Run 1, the metal 1 layer:
Bar = 20 um. Supply wires on this layer in grey.
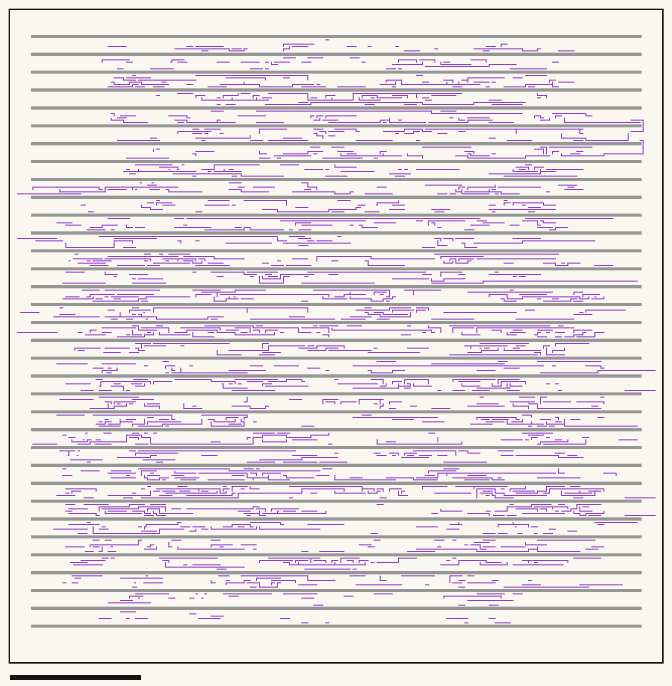
Run 1, the metal 2 layer:
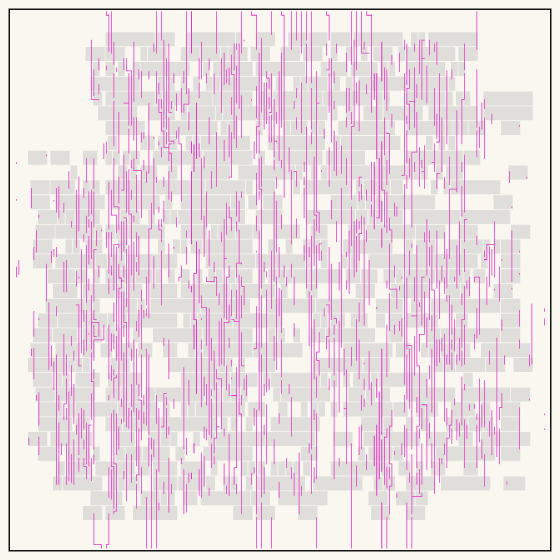
Run 1, signal wires on met3:
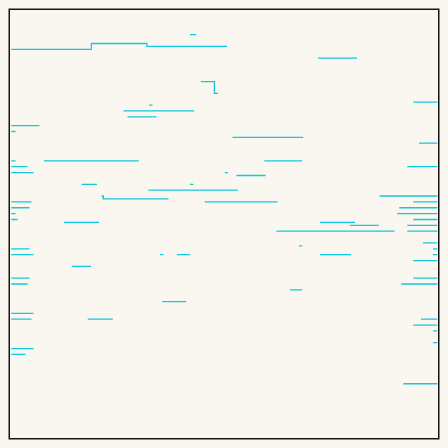
Run 1, placed cells, one colour a class:
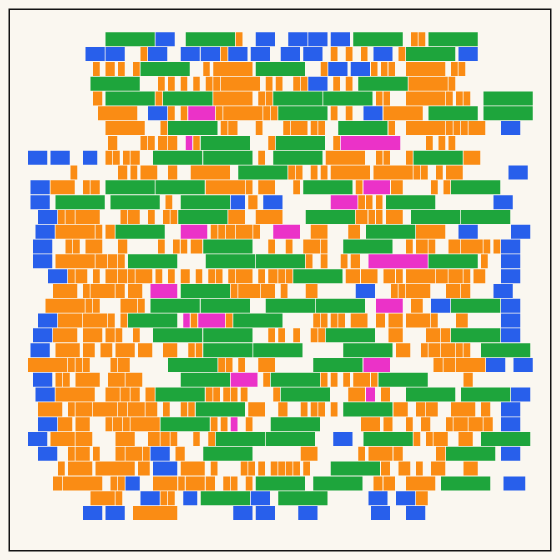
==> src/rtl/approx_adder_if.sv <==
// approx_adder_if: valid/ready request and response bundle for approx_adder_pipe.
// The master drives operands and out_ready; the slave returns results and in_ready.
interface approx_adder_if #(
    parameter int WIDTH = 16
);
    logic             in_valid;
    logic             in_ready;
    logic [WIDTH-1:0] in_a;
    logic [WIDTH-1:0] in_b;
    logic             in_cin;
    logic             in_mode;
    logic             out_valid;
    logic             out_ready;
    logic [WIDTH-1:0] out_sum;
    logic             out_cout;
    logic             out_err;

    modport master (
        output in_valid, in_a, in_b, in_cin, in_mode, out_ready,
        input  in_ready, out_valid, out_sum, out_cout, out_err
    );

    modport slave (
        input  in_valid, in_a, in_b, in_cin, in_mode, out_ready,
        output in_ready, out_valid, out_sum, out_cout, out_err
    );
endinterface

==> src/rtl/approx_adder_pipe.sv <==
// approx_adder_pipe: pipelined approximate adder with a shadow exact chain.
// The low APPROX_BITS positions use the OR-based approximate cell when mode=1.
// The carry chain is cut into STAGES segments of SEG bits each. Every stage
// carries two WIDTH-bit vectors: x holds the approximate partial sum in the
// bits already computed and operand A in the bits not yet consumed; y does the
// same for the exact partial sum and operand B. All register bits therefore
// stay live, and the final stage holds both full sums for the error compare.
module approx_adder_pipe #(
    parameter int WIDTH       = 16,
    parameter int APPROX_BITS = 8,
    parameter int STAGES      = 2
) (
    input  logic          clk,
    input  logic          rst_n,
    approx_adder_if.slave bus,
    input  logic          clr_cnt,
    output logic [15:0]   err_cnt
);
    localparam int SEG = WIDTH / STAGES;

    logic                         en;
    logic                         out_err_w;
    logic [STAGES-1:0]            vld_reg;
    logic [STAGES-1:0]            mode_reg;
    logic [STAGES-1:0]            ca_reg;
    logic [STAGES-1:0]            ce_reg;
    logic [STAGES-1:0][WIDTH-1:0] x_reg;
    logic [STAGES-1:0][WIDTH-1:0] y_reg;
    logic [15:0]                  err_cnt_reg;

    // Lockstep advance: the whole pipe moves unless the output is held.
    assign en           = !vld_reg[STAGES-1] || bus.out_ready;
    assign bus.in_ready = en;

    genvar gi;
    generate
        for (gi = 0; gi < STAGES; gi++) begin : g_stage
            logic [WIDTH-1:0] x_in, y_in, x_next, y_next;
            logic             v_in, mode_in, ca_in, ce_in, ca_next, ce_next;

            if (gi == 0) begin : g_head
                assign v_in    = bus.in_valid;
                assign mode_in = bus.in_mode;
                assign ca_in   = bus.in_cin;
                assign ce_in   = bus.in_cin;
                assign x_in    = bus.in_a;
                assign y_in    = bus.in_b;
            end else begin : g_tail
                assign v_in    = vld_reg[gi-1];
                assign mode_in = mode_reg[gi-1];
                assign ca_in   = ca_reg[gi-1];
                assign ce_in   = ce_reg[gi-1];
                assign x_in    = x_reg[gi-1];
                assign y_in    = y_reg[gi-1];
            end

            // Ripple this segment through the approximate and exact chains in parallel.
            always_comb begin
                x_next  = x_in;
                y_next  = y_in;
                ca_next = ca_in;
                ce_next = ce_in;
                for (int k = 0; k < SEG; k++) begin
                    y_next[gi*SEG+k] = x_in[gi*SEG+k] ^ y_in[gi*SEG+k] ^ ce_next;
                    ce_next = (x_in[gi*SEG+k] & y_in[gi*SEG+k]) |
                              (ce_next & (x_in[gi*SEG+k] ^ y_in[gi*SEG+k]));
                    if (mode_in && (gi*SEG + k < APPROX_BITS)) begin
                        x_next[gi*SEG+k] = (x_in[gi*SEG+k] | y_in[gi*SEG+k]) ^ ca_next;
                        ca_next = (x_in[gi*SEG+k] | y_in[gi*SEG+k]) & ca_next;
                    end else begin
                        x_next[gi*SEG+k] = x_in[gi*SEG+k] ^ y_in[gi*SEG+k] ^ ca_next;
                        ca_next = (x_in[gi*SEG+k] & y_in[gi*SEG+k]) |
                                  (ca_next & (x_in[gi*SEG+k] ^ y_in[gi*SEG+k]));
                    end
                end
            end

            // Stage register: loads only on a global advance; reset drops in-flight work.
            always_ff @(posedge clk or negedge rst_n) begin
                if (!rst_n) begin
                    vld_reg[gi]  <= 1'b0;
                    mode_reg[gi] <= 1'b0;
                    ca_reg[gi]   <= 1'b0;
                    ce_reg[gi]   <= 1'b0;
                    x_reg[gi]    <= '0;
                    y_reg[gi]    <= '0;
                end else if (en) begin
                    vld_reg[gi]  <= v_in;
                    mode_reg[gi] <= mode_in;
                    ca_reg[gi]   <= ca_next;
                    ce_reg[gi]   <= ce_next;
                    x_reg[gi]    <= x_next;
                    y_reg[gi]    <= y_next;
                end
            end
        end
    endgenerate

    // Exact mode can never disagree with itself, so gate the compare by mode.
    assign out_err_w = mode_reg[STAGES-1] &&
                       ({ca_reg[STAGES-1], x_reg[STAGES-1]} != {ce_reg[STAGES-1], y_reg[STAGES-1]});

    assign bus.out_valid = vld_reg[STAGES-1];
    assign bus.out_sum   = x_reg[STAGES-1];
    assign bus.out_cout  = ca_reg[STAGES-1];
    assign bus.out_err   = out_err_w;

    // Saturating error counter; a clear beats a same-cycle increment.
    always_ff @(posedge clk or negedge rst_n) begin
        if (!rst_n) begin
            err_cnt_reg <= '0;
        end else if (clr_cnt) begin
            err_cnt_reg <= '0;
        end else if (vld_reg[STAGES-1] && bus.out_ready && out_err_w &&
                     (err_cnt_reg != 16'hFFFF)) begin
            err_cnt_reg <= err_cnt_reg + 16'd1;
        end
    end

    assign err_cnt = err_cnt_reg;
endmodule

==> src/flat_wrapper.sv <==
// flat-port wrapper written by rule: the top's interface ports become plain ports
module approx_adder_pipe_flat 
#(
    parameter int WIDTH       = 16,
    parameter int APPROX_BITS = 8,
    parameter int STAGES      = 2
)
  (clk, rst_n, clr_cnt, err_cnt, bus_in_valid, bus_in_a, bus_in_b, bus_in_cin, bus_in_mode, bus_out_ready, bus_in_ready, bus_out_valid, bus_out_sum, bus_out_cout, bus_out_err);
  approx_adder_if #(.WIDTH(WIDTH)) bus_i ();
  input  logic clk;
  input  logic rst_n;
  input  logic clr_cnt;
  output logic [15:0] err_cnt;
  input wire logic [$bits(bus_i.in_valid)-1:0] bus_in_valid;
  input wire logic [$bits(bus_i.in_a)-1:0] bus_in_a;
  input wire logic [$bits(bus_i.in_b)-1:0] bus_in_b;
  input wire logic [$bits(bus_i.in_cin)-1:0] bus_in_cin;
  input wire logic [$bits(bus_i.in_mode)-1:0] bus_in_mode;
  input wire logic [$bits(bus_i.out_ready)-1:0] bus_out_ready;
  output wire logic [$bits(bus_i.in_ready)-1:0] bus_in_ready;
  output wire logic [$bits(bus_i.out_valid)-1:0] bus_out_valid;
  output wire logic [$bits(bus_i.out_sum)-1:0] bus_out_sum;
  output wire logic [$bits(bus_i.out_cout)-1:0] bus_out_cout;
  output wire logic [$bits(bus_i.out_err)-1:0] bus_out_err;
  assign bus_i.in_valid = bus_in_valid;
  assign bus_i.in_a = bus_in_a;
  assign bus_i.in_b = bus_in_b;
  assign bus_i.in_cin = bus_in_cin;
  assign bus_i.in_mode = bus_in_mode;
  assign bus_i.out_ready = bus_out_ready;
  assign bus_in_ready = bus_i.in_ready;
  assign bus_out_valid = bus_i.out_valid;
  assign bus_out_sum = bus_i.out_sum;
  assign bus_out_cout = bus_i.out_cout;
  assign bus_out_err = bus_i.out_err;
  approx_adder_pipe #(.WIDTH(WIDTH), .APPROX_BITS(APPROX_BITS), .STAGES(STAGES)) u_core (.clk(clk), .rst_n(rst_n), .bus(bus_i), .clr_cnt(clr_cnt), .err_cnt(err_cnt));
endmodule
==> config.mk <==
export PLATFORM = sky130hd
export DESIGN_NAME = approx_adder_pipe_flat
export DESIGN_NICKNAME = d
export VERILOG_FILES = /design/src/rtl/approx_adder_if.sv /design/src/rtl/approx_adder_pipe.sv /design/src/flat_wrapper.sv
export SDC_FILE = /design/constraint.sdc
export NUM_CORES = 1
export LEC_CHECK = 0
export CAP_MARGIN = 20
export CORE_MARGIN = 3
export CORE_UTILIZATION = 56
export CTS_BUF_LIST = sky130_fd_sc_hd__clkbuf_8
export CTS_CLUSTER_DIAMETER = 60
export DETAILED_ROUTE_END_ITERATION = 8
export PLACE_DENSITY_LB_ADDON = 0.25
export SLEW_MARGIN = 25
export SYNTH_ARGS = -nofsm -noshare
export SYNTH_HDL_FRONTEND = slang
export SYNTH_SLANG_ARGS = --single-unit
==> constraint.sdc <==
create_clock -name clk -period 4.5 [get_ports clk]
set_input_delay 0.9 -clock clk [delete_from_list [all_inputs] [get_ports clk]]
set_output_delay 0.9 -clock clk [all_outputs]
set_load 0.01 [all_outputs]
==> summary.txt, run 1 <==
impl run done, here's what came out: result of the run finished clean, Primary FF master, synth dfrtp_1, min setup slack post-route 0.193 ns, largest fanout on the critical path 2, chip area in the Yosys report about 4900 sq um, detailed-route wire length per cell ~14 um, AO/OA Area Share 7.84%, worst slack after detailed placement -0.267 ns, buffer type at the clock tree root clkbuf_8, total of flip-flops plus latches after synthesis 88, Clock power frac about a quarter, Worst Max-Slew Pin Slew around 0.96 ns, adder-cell share of the synthesized area 14.2%, post-synthesis cell count from yosys 519, Achievable Freq ~230 MHz, endpoint required time on the critical path between 4 and 5 ns, most common library cell in the layout ignoring fill and taps nand2_1, count leader, synth nand2_1, length of the first detailed-routing pass in iterations 4, mean instance size in the synthesized netlist approximately 9.4 sq um, final std cell area, no fill approximately 5900 sq um, post-CTS sizing 0, initial antenna violation count 0, endpoint of the most critical register-to-register path u_core.y_reg[31], width of the die ~100 um, total die area about 10000 sq um, number of inserted diodes 0, worst reg2reg path depth 12, maximum number of pins on one net before global-route repair between 80 and 90, post-synth tally of flip-flops with integrated enable 0, class of the most critical hold timing path reg2reg, xor/xnor share under 10%, Max Clock Skew ~0.0075 ns, hold_sp u_core.g_stage[1].v_in, global-route congestion overflow total 0, largest buffer count on any clock path 2, capturing element type of the critical path flop, Final setup viols 0, core area roughly 8300 sq um, simple-gate share of the synthesized area between 20% and 30%, post-route DRC violation count 0, reg-to-reg critical path startpoint u_core.g_stage[1].y_in[8], clk sink count roughly 88, first-pass GRT wire length around 17000 um, max-capacitance violation count 0, final critical path time including I/O delays and setup approximately 4.3 ns, buffer count from post-CTS setup fixing 0, switching pwr roughly 770 uW, maximum level of the CTS H-tree 3, number of distinct library cell variants in the gate-level netlist after synthesis between 40 and 50, worst ir drop on vdd 204 uV, highest-count cells in the layout ignoring fill and taps nand2_1, dfrtp_1, clkdlybuf4s50_1, Cell Area, Synth just under 5000 sq um, total cell area at the placement stage between 5000 and 6000 sq um, share of the synthesized area in the top cell type 45.2%, via count of the first global-routing pass around 3600, sw frac approximately 32%, end point of the critical path u_core.g_stage[1].y_in[7], max-slew violation count 0, Gate power share approximately 29%, Clock Latency Late Sink approximately 0.34 ns, CTS buffer count 9, cell depth of the worst min-delay path 1, CTS clk-pin slew, worst paths about 0.080 ns, net count reported at finish approximately 670, First DRT Iteration DRCs between 150 and 200, layout overhead on the synthesized area 21.2%, TritonCTS clock tree built, library cell occupying the most area in the post-synthesis netlist dfrtp_1, Final Cycle Share 95.7%, Hold Crit Endpoint u_core.bus.out_valid, critical path start-end classification in2reg, Commonest cells post-synth nand2_1, dfrtp_1, inv_1, nor2_1, a21oi_1, ratio of total power to cell area about 400 nW/um^2, share of final-layout standard cells stronger than drive strength 1 5.41%, critical path data arrival time between 4 and 5 ns, type of origin of the critical path input port, share of synthesized registers carrying an async set or reset 100%, RSZ-0062 raised after global routing false, number of failing hold endpoints at the final stage 0, tightest slew margin relative to the limit 36.1%, prevailing logic family in the synthesized netlist simple AND/OR/NAND/NOR gates, Post-CTS Hold Buffers 0, power share of the sequential group between 40% and 50%, aggregate global-route resource usage about a fifth, # placed instances between 600 and 700, HPWL reported at the end of detailed placement ~7100 um, number of I/O port buffers around 74, fraction of synthesized area in multiplexers under 10%, Yosys warnings 0, DIE HEIGHT around 99 um, leading cell types by total area after synthesis dfrtp_1, nand2_1, fa_1, leakage power 0.00280 uW, count of pins on the block boundary 75, Synth Instances approximately 520, routed via count divided by cell count 5.27, register-to-register path setup slack between 0.6 and 0.7 ns, aggregate negative setup slack 0 ns, Final ANT Viol Nets 0, Starting Density 58.4%, post-synthesis sequential area ratio 45.2%, final cell count without fillers roughly 700, RePlAce Congestion 0.813, Pint 1620 uW
Notes on 'the metal 1 layer' above:
wire length on this layer: 4290 um
share of all routed wire: 44%
longest straight run: 44.6 um
main direction: horizontal
final WL: 9720 um
routing usage on met1: 28.9%

Notes on 'the metal 2 layer' above:
longest straight run: 37.4 um
wire length on this layer: 4840 um
nets with wire on the layer: 546
share of all routed wire: 50%
main direction: vertical
vias after detailed routing: 3675
M2 GR Usage: 34.8%

Notes on 'signal wires on met3' above:
main direction: horizontal
longest straight run: 27.1 um
met3 usage: 3.09%

Notes on 'placed cells, one colour a class' above:
[combinational and other logic] orange | cells: 410 | share of their area: 45%
[sequential cells] green | cells: 88 | share of their area: 38%
[clock drivers and dummy loads] magenta | cells: 16 | share of their area: 3.7%
[remaining buffers and delay cells] blue | cells: 78 | share of their area: 13%
final core utilization: 70.7%
FP Rows: 33

==> run 1: power groups by stage <==
stage / registers (uW) / logic [uW] / clock network (uW)
final: 1100 / 699 / 587
after global routing: 1120 / 788 / 624
after CTS: 1100 / 709 / 593
after detailed placement: 1120 / 702 / 0
after global placement: 1100 / 680 / 0
after floorplan: 1110 / 388 / 0
==> run 1: stage by stage <==
step,power (uW),hold slack (ns)
floorplan,1500,0.430
global placement,1780,0.445
detailed placement,1820,0.457
CTS,2400,0.473
global route,2540,0.494
finish,2380,0.472
==> run 1: worst max-delay path, cell delays in order <==
cell and delay, ns:
clkdlybuf4s50_1 0.45, fa_2 0.37, inv_1 0.07, fa_1 0.15
inv_1 0.05, fa_1 0.39, fa_1 0.39, fa_1 0.40
fa_1 0.40, fa_1 0.37, inv_1 0.07, fa_1 0.41
a21oi_1 0.15
==> run 1: cell families (layout without fill, tap and decap cells) <==
logic type / after synthesis / count (layout)
buf+inv: 61 / 134
xor+xnor: 24 / 24
mux: 9 / 9
fa+ha+maj: 41 / 41
simple gates: 233 / 233
flops: 88 / 88
compound gates: 63 / 63
==> run 1: area by class of cell <==
cell class / count / area [sq um]
Clock buffer: 10 / 138
Clock inverter: 6 / 76.3
Fill cell: 642 / 2440
Inverter: 40 / 150
Multi-Input combinational cell: 370 / 2430
Sequential cell: 88 / 2200
Tap cell: 105 / 131
Timing Repair Buffer: 78 / 774
==> run 1: routing by layer <==
layer  global-route usage (%)  vias up  wire [um]
met5                        0        -          0
met4                     6.30        0        139
met3                     3.09       12        446
met2                     34.8       92       4840
met1                     28.9     1757       4290
li1                         -     1814          -
Run 1, routing congestion:
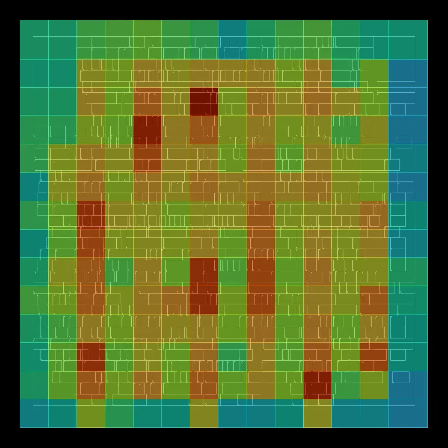

==> run 2: changes to the inputs <==
--- a/config.mk
+++ b/config.mk
@@ -9,9 +9,9 @@
 export CORE_MARGIN = 3
 export CORE_UTILIZATION = 56
 export CTS_BUF_LIST = sky130_fd_sc_hd__clkbuf_8
-export CTS_CLUSTER_DIAMETER = 60
 export DETAILED_ROUTE_END_ITERATION = 8
 export PLACE_DENSITY_LB_ADDON = 0.25
+export REMOVE_ABC_BUFFERS = 1
 export SLEW_MARGIN = 25
 export SYNTH_ARGS = -nofsm -noshare
 export SYNTH_HDL_FRONTEND = slang
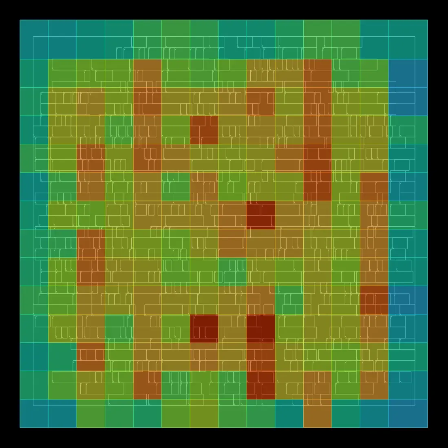
Run 2: routing congestion
busiest layer in global routing: met2
aggregate global-route resource usage: 20.9%
routing usage on met1: 28.5%
M2 GR Usage: 34.8%
detailed-route wire length per cell: 14.0 um

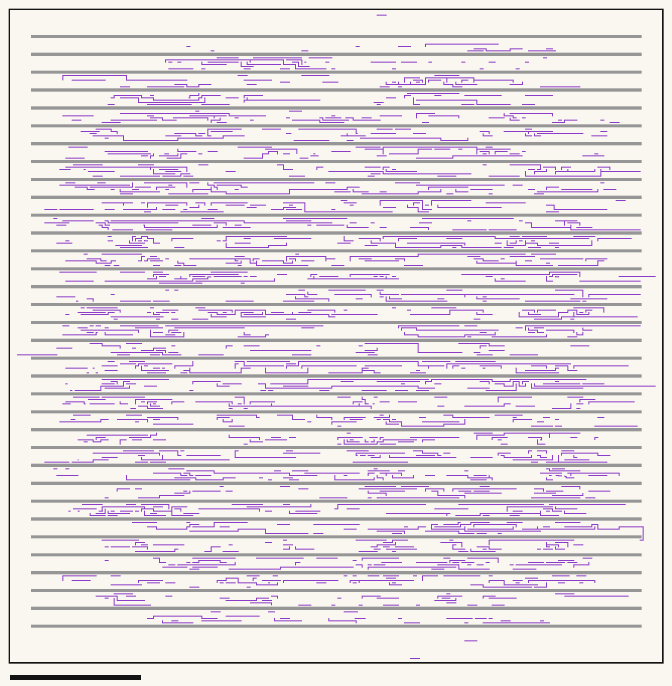
Run 2: the metal 1 layer
Bar = 20 um. Supply wires on this layer in grey.
main direction: horizontal
nets with wire on the layer: 585
wire length on this layer: 4380 um
vias after detailed routing: 3696
final WL: 9790 um

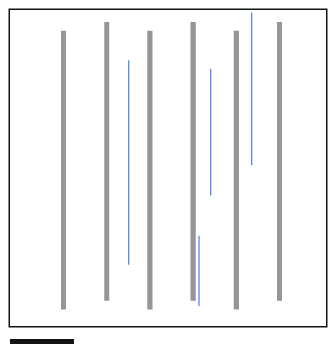
Run 2: the metal 4 layer
Bar = 20 um. Supply wires on this layer in grey.
wire length on this layer: 173 um
longest straight run: 63.9 um
nets with wire on the layer: 3
share of all routed wire: 1.8%

==> summary.txt, run 2 <==
impl run done, here's what came out: tightest slew margin relative to the limit between 30% and 40%, Final Cycle Share between 90 and 100%, number of I/O port buffers 74, width of the die approximately 99 um, xor/xnor share under 10%, total of flip-flops plus latches after synthesis approximately 88, Crit path top cell by count fa_1, number of distinct library cell variants in the gate-level netlist after synthesis 47, endpoint required time on the critical path roughly 4.8 ns, maximum number of pins on one net before global-route repair about 85, Max Clock Skew roughly 0.0084 ns, Primary FF master, synth dfrtp_1, total power 2350 uW, final cell count without fillers about 700, mean instance size in the synthesized netlist 9.38 sq um, share of synthesized registers carrying an async set or reset 100%, ratio of total power to cell area roughly 400 nW/um^2, length of the first detailed-routing pass in iterations 4, post-route DRC violation count 0, maximum level of the CTS H-tree 3, global-route congestion overflow total 0, buffer count from post-CTS setup fixing 0, Commonest cells post-synth nand2_1, dfrtp_1, inv_1, nor2_1, a21oi_1, Worst Max-Slew Pin Slew 0.966 ns, number of failing hold endpoints at the final stage 0, adder-cell share of the synthesized area about 14%, CTS clk-pin slew, worst paths roughly 0.090 ns, buffer type at the clock tree root clkbuf_8, simple-gate share of the synthesized area 20.9%, RePlAce Congestion just over 0.8, leakage power roughly 0.0028 uW, delay-heaviest family, CP adder cells, critical path data arrival time approximately 4.6 ns, RSZ-0062 raised after global routing false, TritonCTS clock tree built, final std cell area, no fill 5890 sq um, via count of the first global-routing pass around 3700, chip area in the Yosys report around 4900 sq um, most common library cell in the layout ignoring fill and taps nand2_1, capturing element type of the critical path flop, largest fanout on the critical path 2, total die area 9850 sq um, class of the most critical hold timing path reg2reg, routed via count divided by cell count ~5.3, count of pins on the block boundary 75, largest buffer count on any clock path 2, library cell occupying the most area in the post-synthesis netlist dfrtp_1, share of the synthesized area in the top cell type between 40% and 50%, aggregate negative setup slack 0 ns, core area ~8300 sq um, type of origin of the critical path input port, min setup slack post-route around 0.18 ns, count leader, synth nand2_1, Achievable Freq 231 MHz, Yosys warnings 0, post-synth tally of flip-flops with integrated enable 0, max-slew violation count 0, # placed instances ~680, number of inserted diodes 0, total cell area at the placement stage about 5700 sq um, initial antenna violation count 0, result of the run finished clean, Final ANT Viol Nets 0, filler cell count in the final layout roughly 650, HPWL reported at the end of detailed placement approximately 7100 um, area of the multi-input gates ~2400 sq um, AO/OA Area Share just under 8%, highest-count cells in the layout ignoring fill and taps nand2_1, dfrtp_1, clkdlybuf4s50_1, number of buffers and inverters on the critical path 4, tally of OpenROAD warnings 33, Starting Density about three fifths, Final setup viols 0, DIE HEIGHT about 100 um, Cell Area, Synth approximately 5000 sq um, post-synthesis cell count from yosys just over 500, share of final-layout standard cells stronger than drive strength 1 around 6.1%, combined flip-flop and latch cell area 2200 sq um, prevailing logic family in the synthesized netlist simple AND/OR/NAND/NOR gates, Synth Instances between 500 and 600, First DRT Iteration DRCs approximately 83, CTS buffer count 9, Clock Latency Late Sink 0.36 ns, max-capacitance violation count 0, clk sink count between 80 and 90, worst slack after detailed placement -0.274 ns, leading cell types by total area after synthesis dfrtp_1, nand2_1, fa_1, delay of the slowest cell on the worst path between 0.4 and 0.5 ns, critical path, cell by cell clkdlybuf4s50_1 > fa_2 > inv_1 > fa_1 > inv_1 > fa_1 > fa_1 > fa_1 > fa_1 > fa_1 > inv_1 > fa_1 > a21oi_1, net count reported at finish 668, critical path start-end classification in2reg, FP Rows 33, layout overhead on the synthesized area 21.0%, final critical path time including I/O delays and setup roughly 4.3 ns, fraction of synthesized area in multiplexers approximately 2.3%, worst ir drop on vdd between 150 and 200 uV, slowest cell on the critical path clkdlybuf4s50_1, first-pass GRT wire length between 15000 and 20000 um, post-synthesis sequential area ratio approximately 45%
[run 2: routing by layer]
layer / wire length, um / track usage (%) / vias up
met4: 172 / 7.88 / 0
met2: 4830 / 34.8 / 84
met5: 0 / 0 / -
li1: - / - / 1821
met3: 406 / 2.38 / 12
met1: 4380 / 28.5 / 1779
[run 2: final timing paths]
kind / slack (ns) / to / from / cells after the start
max: 0.18 / u_core.g_stage[1].y_in[7] / bus_in_cin / 13
min: 0.47 / u_core.g_stage[1].v_in / u_core.g_stage[1].v_in / 2
max reg2reg: 0.61 / u_core.y_reg[31] / u_core.g_stage[1].y_in[8] / 12
min reg2reg: 0.47 / u_core.g_stage[1].v_in / u_core.g_stage[1].v_in / 2
max in group asynchronous: 3.05 / u_core.g_stage[1].x_in[14] / rst_n / 2
min in group asynchronous: 0.58 / u_core.err_cnt[7] / rst_n / 1
[run 2: where the power goes]
group          total (uW)  internal, uW  leakage, uW  switching, uW
logic                 690           336      0.00159            354
clock network         559           264     0.000105            295
registers            1100           958      0.00108            140
total                2350          1560      0.00277            789
[run 2: stage by stage]
step	utilization (%)	hold WS [ns]
global placement	68.1	0.442
global route	70.6	0.503
finish	70.6	0.468
CTS	70.6	0.468
detailed placement	68.1	0.447
floorplan	-	0.430
[run 2: layout make-up]
type	instances	share of cell area [%]
Clock buffer	9	2.10
Clock inverter	7	1.34
Tap cell	105	2.23
Multi-Input combinational cell	370	41.2
Sequential cell	88	37.4
Inverter	40	2.55
Timing Repair Buffer	79	13.2
[run 2: worst min-delay path, delay by kind of cell, from the launching register on]
kind,cells,cell delay [ns]
simple gates,2,0.10
flops,1,0.35
[run 2: what timing repair did]
item	in CTS	in global routing
hold buffers	0	0
resized	0	1
setup endpoints to repair	0	1
Run 2, signal wires on met3:
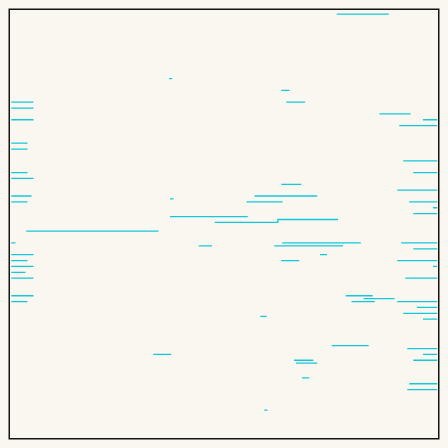

==> run 3: changes to the inputs <==
==> constraint.sdc (replaced) <==
create_clock -name clk -period 4 [get_ports clk]
set_input_delay 0.8 -clock clk [delete_from_list [all_inputs] [get_ports clk]]
set_output_delay 0.8 -clock clk [all_outputs]
set_load 0.01 [all_outputs]
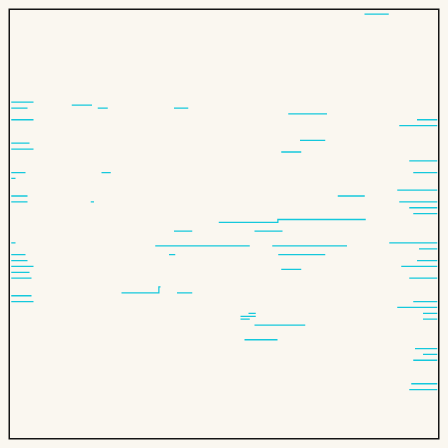
Run 3: signal wires on met3
share of all routed wire: 3.8%
main direction: horizontal
wire length on this layer: 373 um
longest straight run: 21.6 um
nets with wire on the layer: 54
met3 usage: 2.66%
final WL: 9880 um

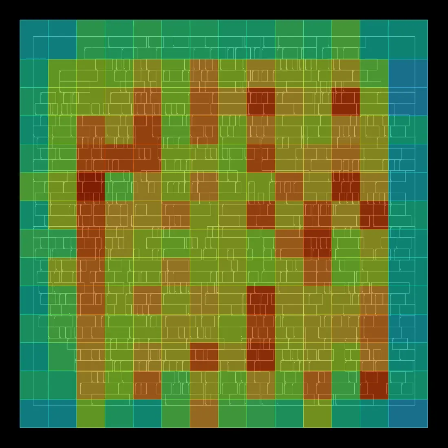
Run 3: routing congestion
final core utilization: 70.9%
M2 GR Usage: 36.6%
detailed-route wire length per cell: 14.1 um
routing usage on met1: 28.5%

==> summary.txt, run 3 <==
impl run done, here's what came out: result of the run finished clean, endpoint of the most critical register-to-register path u_core.bus.out_sum[15], total die area 9850 sq um, tally of OpenROAD warnings 33, ratio of total power to cell area roughly 440 nW/um^2, length of the first detailed-routing pass in iterations 5, post-CTS sizing 7, share of final-layout standard cells stronger than drive strength 1 between 7 and 8%, leakage power between 0.002 and 0.003 uW, largest fanout on the critical path 3, maximum number of pins on one net before global-route repair roughly 85, share of the synthesized area in the top cell type 45.2%, Synth Instances 519, delay of the slowest cell on the worst path between 0.4 and 0.5 ns, net count reported at finish between 600 and 700, worst ir drop on vdd about 180 uV, clk sink count ~88, number of failing hold endpoints at the final stage 0, combined flip-flop and latch cell area 2200 sq um, Achievable Freq between 200 and 300 MHz, library cell occupying the most area in the post-synthesis netlist dfrtp_1, busiest layer in global routing met2, core area between 8000 and 9000 sq um, xor/xnor share about 4.3%, aggregate global-route resource usage 21.4%, post-route DRC violation count 0, Clock Latency Late Sink between 0.3 and 0.4 ns, Final ANT Viol Nets 0, Detail Route met3 WL between 300 and 400 um, number of I/O port buffers 74, number of inserted diodes 0, CTS buffer count 9, aggregate negative setup slack 0 ns, initial antenna violation count 0, Metal-1 WL roughly 4400 um, endpoint required time on the critical path ~4.3 ns, type of origin of the critical path flop, Commonest cells post-synth nand2_1, dfrtp_1, inv_1, nor2_1, a21oi_1, highest-count cells in the layout ignoring fill and taps nand2_1, dfrtp_1, clkdlybuf4s50_1, capturing element type of the critical path flop, worst reg2reg path depth 12, count leader, synth nand2_1, slowest cell on the critical path fa_1, number of distinct library cell variants in the gate-level netlist after synthesis 47, chip area in the Yosys report 4870 sq um, critical path start-end classification reg2reg, layout overhead on the synthesized area 21.5%, prevailing logic family in the synthesized netlist simple AND/OR/NAND/NOR gates, most common library cell in the layout ignoring fill and taps nand2_1, routed length on met2 approximately 5000 um, filler cell count in the final layout between 600 and 700, register-to-register path setup slack roughly 0.17 ns, Yosys warnings 0, maximum level of the CTS H-tree 3, total of flip-flops plus latches after synthesis 88, Final setup viols 0, post-synthesis sequential area ratio a little under half, post-synthesis cell count from yosys slightly above 500, Max Clock Skew about 0.012 ns, critical path data arrival time 4.12 ns, via count of the first global-routing pass ~3800, HPWL reported at the end of detailed placement 7080 um, simple-gate share of the synthesized area between 20% and 30%, CTS clk-pin slew, worst paths around 0.10 ns, tightest slew margin relative to the limit between 30% and 40%, Primary FF master, synth dfrtp_1, TritonCTS clock tree built, delay-heaviest family, CP adder cells, mean instance size in the synthesized netlist 9.38 sq um, hold_sp u_core.g_stage[1].y_in[3], First DRT Iteration DRCs about 120, class of the most critical hold timing path reg2reg, cell depth of the worst min-delay path 2, Post-CTS Hold Buffers 0, max-capacitance violation count 0, Worst Max-Slew Pin Slew 0.953 ns, fraction of synthesized area in multiplexers 2.31%, routed via count divided by cell count 5.26, Crit path top cell by count fa_1, first-pass GRT wire length about 17000 um, post-synth tally of flip-flops with integrated enable 0, Starting Density roughly three fifths, critical path, cell by cell inv_1 > fa_1 > inv_1 > fa_1 > fa_1 > fa_2 > fa_1 > fa_1 > fa_1 > inv_1 > fa_1 > a21oi_1, max-slew violation count 0, RSZ-0062 raised after global routing false, FP Rows 33, share of synthesized registers carrying an async set or reset 100%, global-route congestion overflow total 0, # placed instances 686
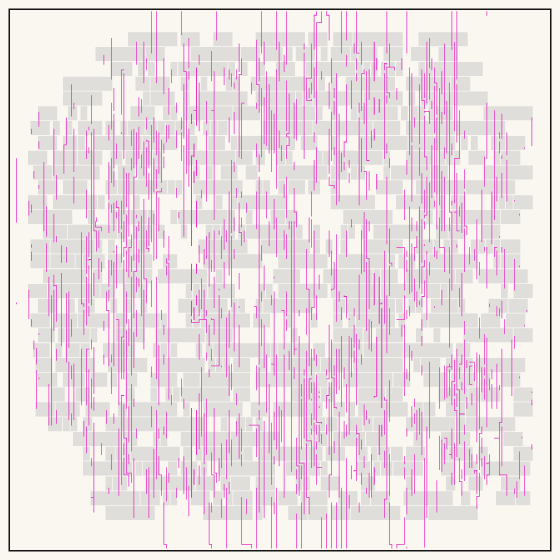
Run 3: the metal 2 layer
main direction: vertical
nets with wire on the layer: 541
longest straight run: 45.9 um
share of all routed wire: 51%

## run 3: cell counts after synthesis
No cell type changed its count.
## run 3: where the power goes
part	switching (uW)	total [uW]	internal (uW)
Clock	336	589	253
Combinational	400	783	383
Sequential	158	1240	1080
Total	894	2610	1710
## run 3: how the worst max path moves through the flow
stage | startpoint | end | slack, ns | depth (start not counted)
after global placement | bus_in_cin | u_core.g_stage[1].y_in[7] | -0.59 | 13
final | u_core.g_stage[1].x_in[8] | u_core.bus.out_sum[15] | 0.17 | 12
after floorplan | bus_out_ready | bus_in_ready | -1.16 | 2
after global routing | bus_in_a[0] | u_core.g_stage[1].y_in[7] | 0.04 | 13
after CTS | u_core.g_stage[1].y_in[8] | u_core.bus.out_sum[15] | 0.10 | 12
after detailed placement | bus_in_cin | u_core.g_stage[1].y_in[7] | -0.67 | 13
## run 3: layout make-up
class | count | area share [%]
multi-input combinational | 370 | 41.3
sequential | 88 | 37.2
inverter | 40 | 2.54
clock buffer | 10 | 2.33
timing repair buffer | 83 | 13.6
clock inverter | 6 | 0.867
tap | 105 | 2.22
## run 3: worst reg2reg max path: stages (launching register included)
cell	delay, ns
dfrtp_1	0.37
inv_1	0.12
fa_1	0.20
inv_1	0.06
fa_1	0.37
fa_1	0.42
fa_2	0.38
fa_1	0.40
fa_1	0.40
fa_1	0.40
inv_1	0.09
fa_1	0.42
a21oi_1	0.13
## run 3: stage by stage
step	utilization (%)	power, uW	worst slack, ns	area [sq um]	hold WS (ns)
6_report	70.9	2610	0.168	5920	0.470
5_1_grt	70.9	2790	0.0360	5920	0.492
4_1_cts	70.8	2630	0.104	5910	0.476
3_5_place_dp	68.5	2040	-0.673	5710	0.452
3_3_place_gp	68.5	2000	-0.588	5710	0.440
2_1_floorplan	-	1680	-1.16	4770	0.430
No activity file was given, so power comes from the tool's default toggle rates.
